$ cat src/rtl/hc595_rx.sv
// Receive side of the 74HC595 display bus: synchronizes DS/SH_CP/ST_CP, rebuilds the
// 16-bit frame and publishes seg/sel the way the 595 storage register would.
module hc595_rx #(
   parameter int unsigned SYNC_STAGES = 2,
   parameter int unsigned FRAME_BITS  = 16
) (
   input  logic        clk,
   input  logic        rst,
   input  logic        en,
   input  logic        DS,
   input  logic        SH_CP,
   input  logic        ST_CP,
   output logic [7:0]  seg,
   output logic [7:0]  sel,
   output logic        frame_valid,
   output logic        frame_err,
   output logic [15:0] frame_cnt
);

   localparam int unsigned SHREG_W = 16;
   localparam int unsigned BCNT_W  = 6;
   localparam int unsigned BCNT_MAX = (1 << BCNT_W) - 1;

   // Identical chains so DS stays aligned with the clock wires it is sampled against.
   logic [SYNC_STAGES-1:0] ds_sync;
   logic [SYNC_STAGES-1:0] sh_sync;
   logic [SYNC_STAGES-1:0] st_sync;
   logic                   sh_prev;
   logic                   st_prev;

   always_ff @(posedge clk or posedge rst) begin
      if (rst) begin
         ds_sync <= '0;
         sh_sync <= '0;
         st_sync <= '0;
         sh_prev <= 1'b0;
         st_prev <= 1'b0;
      end else begin
         ds_sync <= {ds_sync[SYNC_STAGES-2:0], DS};
         sh_sync <= {sh_sync[SYNC_STAGES-2:0], SH_CP};
         st_sync <= {st_sync[SYNC_STAGES-2:0], ST_CP};
         sh_prev <= sh_sync[SYNC_STAGES-1];
         st_prev <= st_sync[SYNC_STAGES-1];
      end
   end

   logic ds_s_c;
   logic sh_fire_c;
   logic st_fire_c;

   // prev tracks regardless of en, so enabling mid-pulse never fabricates an edge.
   assign ds_s_c    = ds_sync[SYNC_STAGES-1];
   assign sh_fire_c = en & sh_sync[SYNC_STAGES-1] & ~sh_prev;
   assign st_fire_c = en & st_sync[SYNC_STAGES-1] & ~st_prev;

   logic [SHREG_W-1:0] shreg;
   logic [BCNT_W-1:0]  bit_cnt;

   logic [SHREG_W-1:0] shreg_n;
   logic [BCNT_W-1:0]  bit_cnt_n;
   logic [7:0]         seg_n;
   logic [7:0]         sel_n;
   logic               frame_valid_n;
   logic               frame_err_n;
   logic [15:0]        frame_cnt_n;

   // Latch reads the pre-shift register, so tied SH_CP/ST_CP behaves like the real part.
   always_comb begin
      shreg_n       = shreg;
      bit_cnt_n     = bit_cnt;
      seg_n         = seg;
      sel_n         = sel;
      frame_valid_n = 1'b0;
      frame_err_n   = frame_err;
      frame_cnt_n   = frame_cnt;

      if (sh_fire_c) begin
         shreg_n = {shreg[SHREG_W-2:0], ds_s_c};
         if (32'(bit_cnt) != BCNT_MAX) begin
            bit_cnt_n = bit_cnt + BCNT_W'(1);
         end
      end

      if (st_fire_c) begin
         seg_n         = shreg[15:8];
         sel_n         = shreg[7:0];
         frame_valid_n = 1'b1;
         frame_err_n   = (32'(bit_cnt) < FRAME_BITS);
         frame_cnt_n   = frame_cnt + 16'd1;
         bit_cnt_n     = sh_fire_c ? BCNT_W'(1) : BCNT_W'(0);
      end
   end

   always_ff @(posedge clk or posedge rst) begin
      if (rst) begin
         shreg       <= '0;
         bit_cnt     <= '0;
         seg         <= '0;
         sel         <= '0;
         frame_valid <= 1'b0;
         frame_err   <= 1'b0;
         frame_cnt   <= '0;
      end else begin
         shreg       <= shreg_n;
         bit_cnt     <= bit_cnt_n;
         seg         <= seg_n;
         sel         <= sel_n;
         frame_valid <= frame_valid_n;
         frame_err   <= frame_err_n;
         frame_cnt   <= frame_cnt_n;
      end
   end

endmodule

$ cat config.mk
export PLATFORM = sky130hd
export DESIGN_NAME = hc595_rx
export DESIGN_NICKNAME = d
export VERILOG_FILES = /design/src/rtl/hc595_rx.sv
export SDC_FILE = /design/constraint.sdc
export NUM_CORES = 1
export LEC_CHECK = 0
export CAP_MARGIN = 20
export CORE_MARGIN = 2
export CORE_UTILIZATION = 40
export CTS_BUF_LIST = sky130_fd_sc_hd__clkbuf_16
export DETAILED_ROUTE_END_ITERATION = 7
export GPL_TIMING_DRIVEN = 0
export PLACE_DENSITY = 0.7
export RECOVER_POWER = 50
export SKIP_CTS_REPAIR_TIMING = 1
export SLEW_MARGIN = 20
export SYNTH_ARGS = -nofsm -noshare
export SYNTH_HDL_FRONTEND = slang
export SYNTH_SLANG_ARGS = --single-unit
$ cat constraint.sdc
create_clock -name clk -period 2.3 [get_ports clk]
set_input_delay 0.23 -clock clk [delete_from_list [all_inputs] [get_ports clk]]
set_output_delay 0.23 -clock clk [all_outputs]
set_load 0.02 [all_outputs]
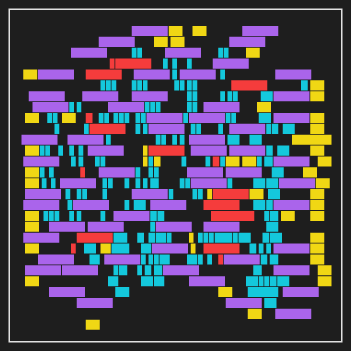
*Placement by cell class*
Scale: 4 px per µm.
class	color	cells	share of their area
clock drivers and dummy loads	red	16	8.8%
sequential cells	purple	64	50%
remaining buffers and delay cells	yellow	47	14%
combinational and other logic	cyan	170	27%
Core Footprint: 0.005956 mm²
sequential share of cell area: 48.97%

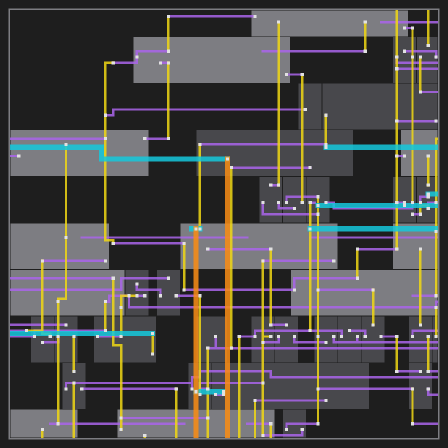
*Layout detail*
Region (8, 50) to (33, 75) µm. Cells in gray, sequential cells in the stronger gray; small squares are vias.
layer	color
metal 3	cyan
metal 1	purple
metal 4	orange
metal 2	yellow
most frequent	nand2_1 (21), dfrtp_1 (8), clkbuf_16 (3)
cells with their middle in the window	35
sequential cells in the window	8
netlist names of flops here include	`shreg` (4), `ds_sync` (2), `seg` (2)

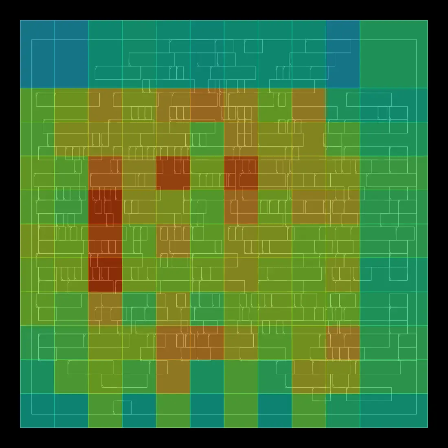
*Routing congestion map*
GRT Overall Usage: 15.77%
GR Util met3: 4.674%
met2 Usage GRT: 25.08%

==> run summary <==
outcome: complete, no violations
Initial Util: 41.66%
global-route wire length before repair: 7.983 mm
Final GP Congestion: 0.7909
CTS Buf Count: 9
Lkg Pwr: 1.613 nW
Post-DRT Antenna Nets: 0
total wire length: 4.764 mm
Netlist Area Pre-Place: 0.002481 mm²
Crit Path Max Fanout: 10
dpl cells: 356
async set-reset flop share out of synthesis: 100.0%
worst hold margin: 350.8 ps
Final setup viols: 0
Post-Synth XOR/XNOR Area: 5.648%
number of fill cells: 544
worst-margin pin slew: 505.6 ps
CTS root buf: clkbuf_16
Synth-to-Final Area Change: 31.82%
vias in the first global route: 1,735
initial antenna violation count: 0
most common cell in the netlist: nand2_1
clock slew at reported path FFs: 50 ps
dominant cell type by area after synthesis: dfrtp_1
initial DRC count: 99
Flops after synth: 64
CP Data Required Time: 2560 ps
Mux area share: 0.4034%
Clk Latency, worst-skew pair: 320 ps
Worst Setup End Kind: flip-flop
pin count of the biggest net entering global routing: 56
Ant. Diodes: 0
tally of non-filler cells in the final layout: 372
count of pins over their slew limit: 0
worst vdd ir: 0.0004595 V
Startpoint Class: input port
most frequent cells after synthesis: nand2_1 (109), dfrtp_1 (64), xnor2_1 (12)
# Cells Yosys: 241
Unique cell types: 32
Area leader share: 64.55%
Critical Path AT: 2050 ps
warnings from Yosys: 0
fin nets: 300
Synth Instances: 241
adder share: 1.009%
Hold Violations, Final: 0
Post-Syn Nets: 249
OpenROAD warnings: 26
Synth area leaders: dfrtp_1 (65%), nand2_1 (16%), xnor2_1 (4.2%)
aoi share: 2.874%
Critical Path Slowest Stage Cell: dlygate4sd3_1
count of library flops with an enable pin: 0
die height: 82.76 µm
ys flop type: dfrtp_1
sequential cell area: 0.001602 mm²
combinational gate area: 825.8 µm²
CTS tree: built
layout cells sized above 1: 6.397%
Highest Clock Rate: 558.6 MHz
minimum clock period: 1790 ps
Overflow after GRT: 0
Slew HR: 66.11%
HPWL reported at the end of detailed placement: 3.173 mm
Via Count: 1,769
total power: 3.104 mW
post-synthesis sequential area ratio: 64.55%
hold crit path type: flip-flop to flip-flop
routed length per instance: 12.81 µm
clk buf depth: 2
Layout Skew: 4.963 ps
Via density: 4.755
DP Area: 0.002995 mm²
design area: 0.003271 mm²
row cnt: 28
period utilisation layout: 77.84%
Residual DRC: 0
WS Path Type: input port to flip-flop
RSZ-0062 raised after global routing: no
yosys stat chip area: 0.002481 mm²
main logic family after synthesis: simple AND/OR/NAND/NOR gates
pwr dens: 949.2 mW/mm²
TritonCTS Sinks: 64
most used cell, CP: nand2_1
max cap viols: 0
Port Buffers: 39
num ports: 40
largest stage delay on the critical path: 580 ps
simple share: 23.50%
CP bufs+invs: 3
DR pass1 iterations: 4
Die X: 82.76 µm
cells along the critical path: dlygate4sd3_1 -> nand3b_1 -> inv_1 -> clkbuf_1 -> nand2_1 -> nand2_1
Avg Cell Area, Syn: 10.30 µm²
Die Area: 0.006849 mm²
H-tree depth: 3
critical path's top delay family: buffers and inverters
-- final cells by class --
cell class / count / share of cell area [%]
Sequential cell: 64 / 48.97
Multi-Input combinational cell: 165 / 25.25
Timing Repair Buffer: 40 / 12.78
Clock buffer: 9 / 6.886
Tap cell: 75 / 2.869
Clock inverter: 7 / 1.683
Buffer: 7 / 0.9564
Inverter: 5 / 0.6121
-- per-stage QoR --
stage	setup slack (ps)	setup TNS, ps	util [%]
finish	509.7	0	54.92
global route	286.7	0	54.92
CTS	613.9	0	55.00
detailed placement	351.0	0	50.29
global placement	-622.4	-39650	49.79
floorplan	471.9	0	-
-- layer usage --
layer / vias to the layer above / global-route usage (%) / routed length (µm)
met4: 0 / 7.377 / 85
met3: 9 / 4.674 / 246
met2: 48 / 25.08 / 2217
met5: - / 0 / 0
li1: 876 / - / -
met1: 836 / 19.76 / 2213
-- power by group --
group / internal (mW) / switching [mW] / leakage, nW / total (mW)
combinational: 0.216 / 0.249 / 0.616 / 0.465
clock: 0.818 / 0.449 / 0.147 / 1.27
sequential: 1.26 / 0.115 / 0.850 / 1.37
total: 2.29 / 0.813 / 1.61 / 3.10
-- flip-flops by register name, indices dropped and copies added (netlist names), 2 cells and up --
signal / flops
bit_cnt: 6
sel: 8
st_sync: 2
sh_sync: 2
ds_sync: 2
seg: 8
frame_cnt: 16
shreg: 16
-- placed cells by master (no fill, tap or decap), drive strengths merged --
master,n
a21oi,1
a31oi,1
a32o,1
and3,1
and3b,1
and4,2
buf,3
bufinv,1
clkbuf,14
clkdlybuf4s50,34
clkinv,4
clkinvlp,1
dfrtp,64
dlygate4sd3,5
ha,2
inv,6
mux2i,1
nand2,109
nand3,8
nand3b,2
nand4,2
nor2,5
nor3,2
nor4,1
o211ai,2
o21a,1
o21ai,2
o22ai,1
o31ai,1
or2,1
or3,1
or4,1
xnor2,12
xor2,4
-- path summary, 6_finish.rpt --
check	start	cells after the start	slack, ps	endpoint
worst max-delay path	en	6	510	seg[5]$_DFFE_PP0N_
worst min-delay path	st_sync[0]$_DFF_PP0_	0	350	st_sync[1]$_DFF_PP0_
worst max register to register	st_prev$_DFF_PP0_	5	570	seg[5]$_DFFE_PP0N_
worst min register to register	st_sync[0]$_DFF_PP0_	0	350	st_sync[1]$_DFF_PP0_
max in group asynchronous	rst	3	1320	bit_cnt[4]$_DFFE_PP0P_
min in group asynchronous	rst	2	370	frame_cnt[15]$_DFFE_PP0N_
-- kinds of logic (layout without fill, tap and decap cells) --
kind of cell | after synthesis | after routing
AOI/OAI and AO/OA | 10 | 10
xor gates and xnor gates | 16 | 16
adders and majority gates | 2 | 2
buffers and inverters | 12 | 68
DFF | 64 | 64
muxes | 1 | 1
and+or+nand+nor | 136 | 136
Power and IR drop assume default switching activity.
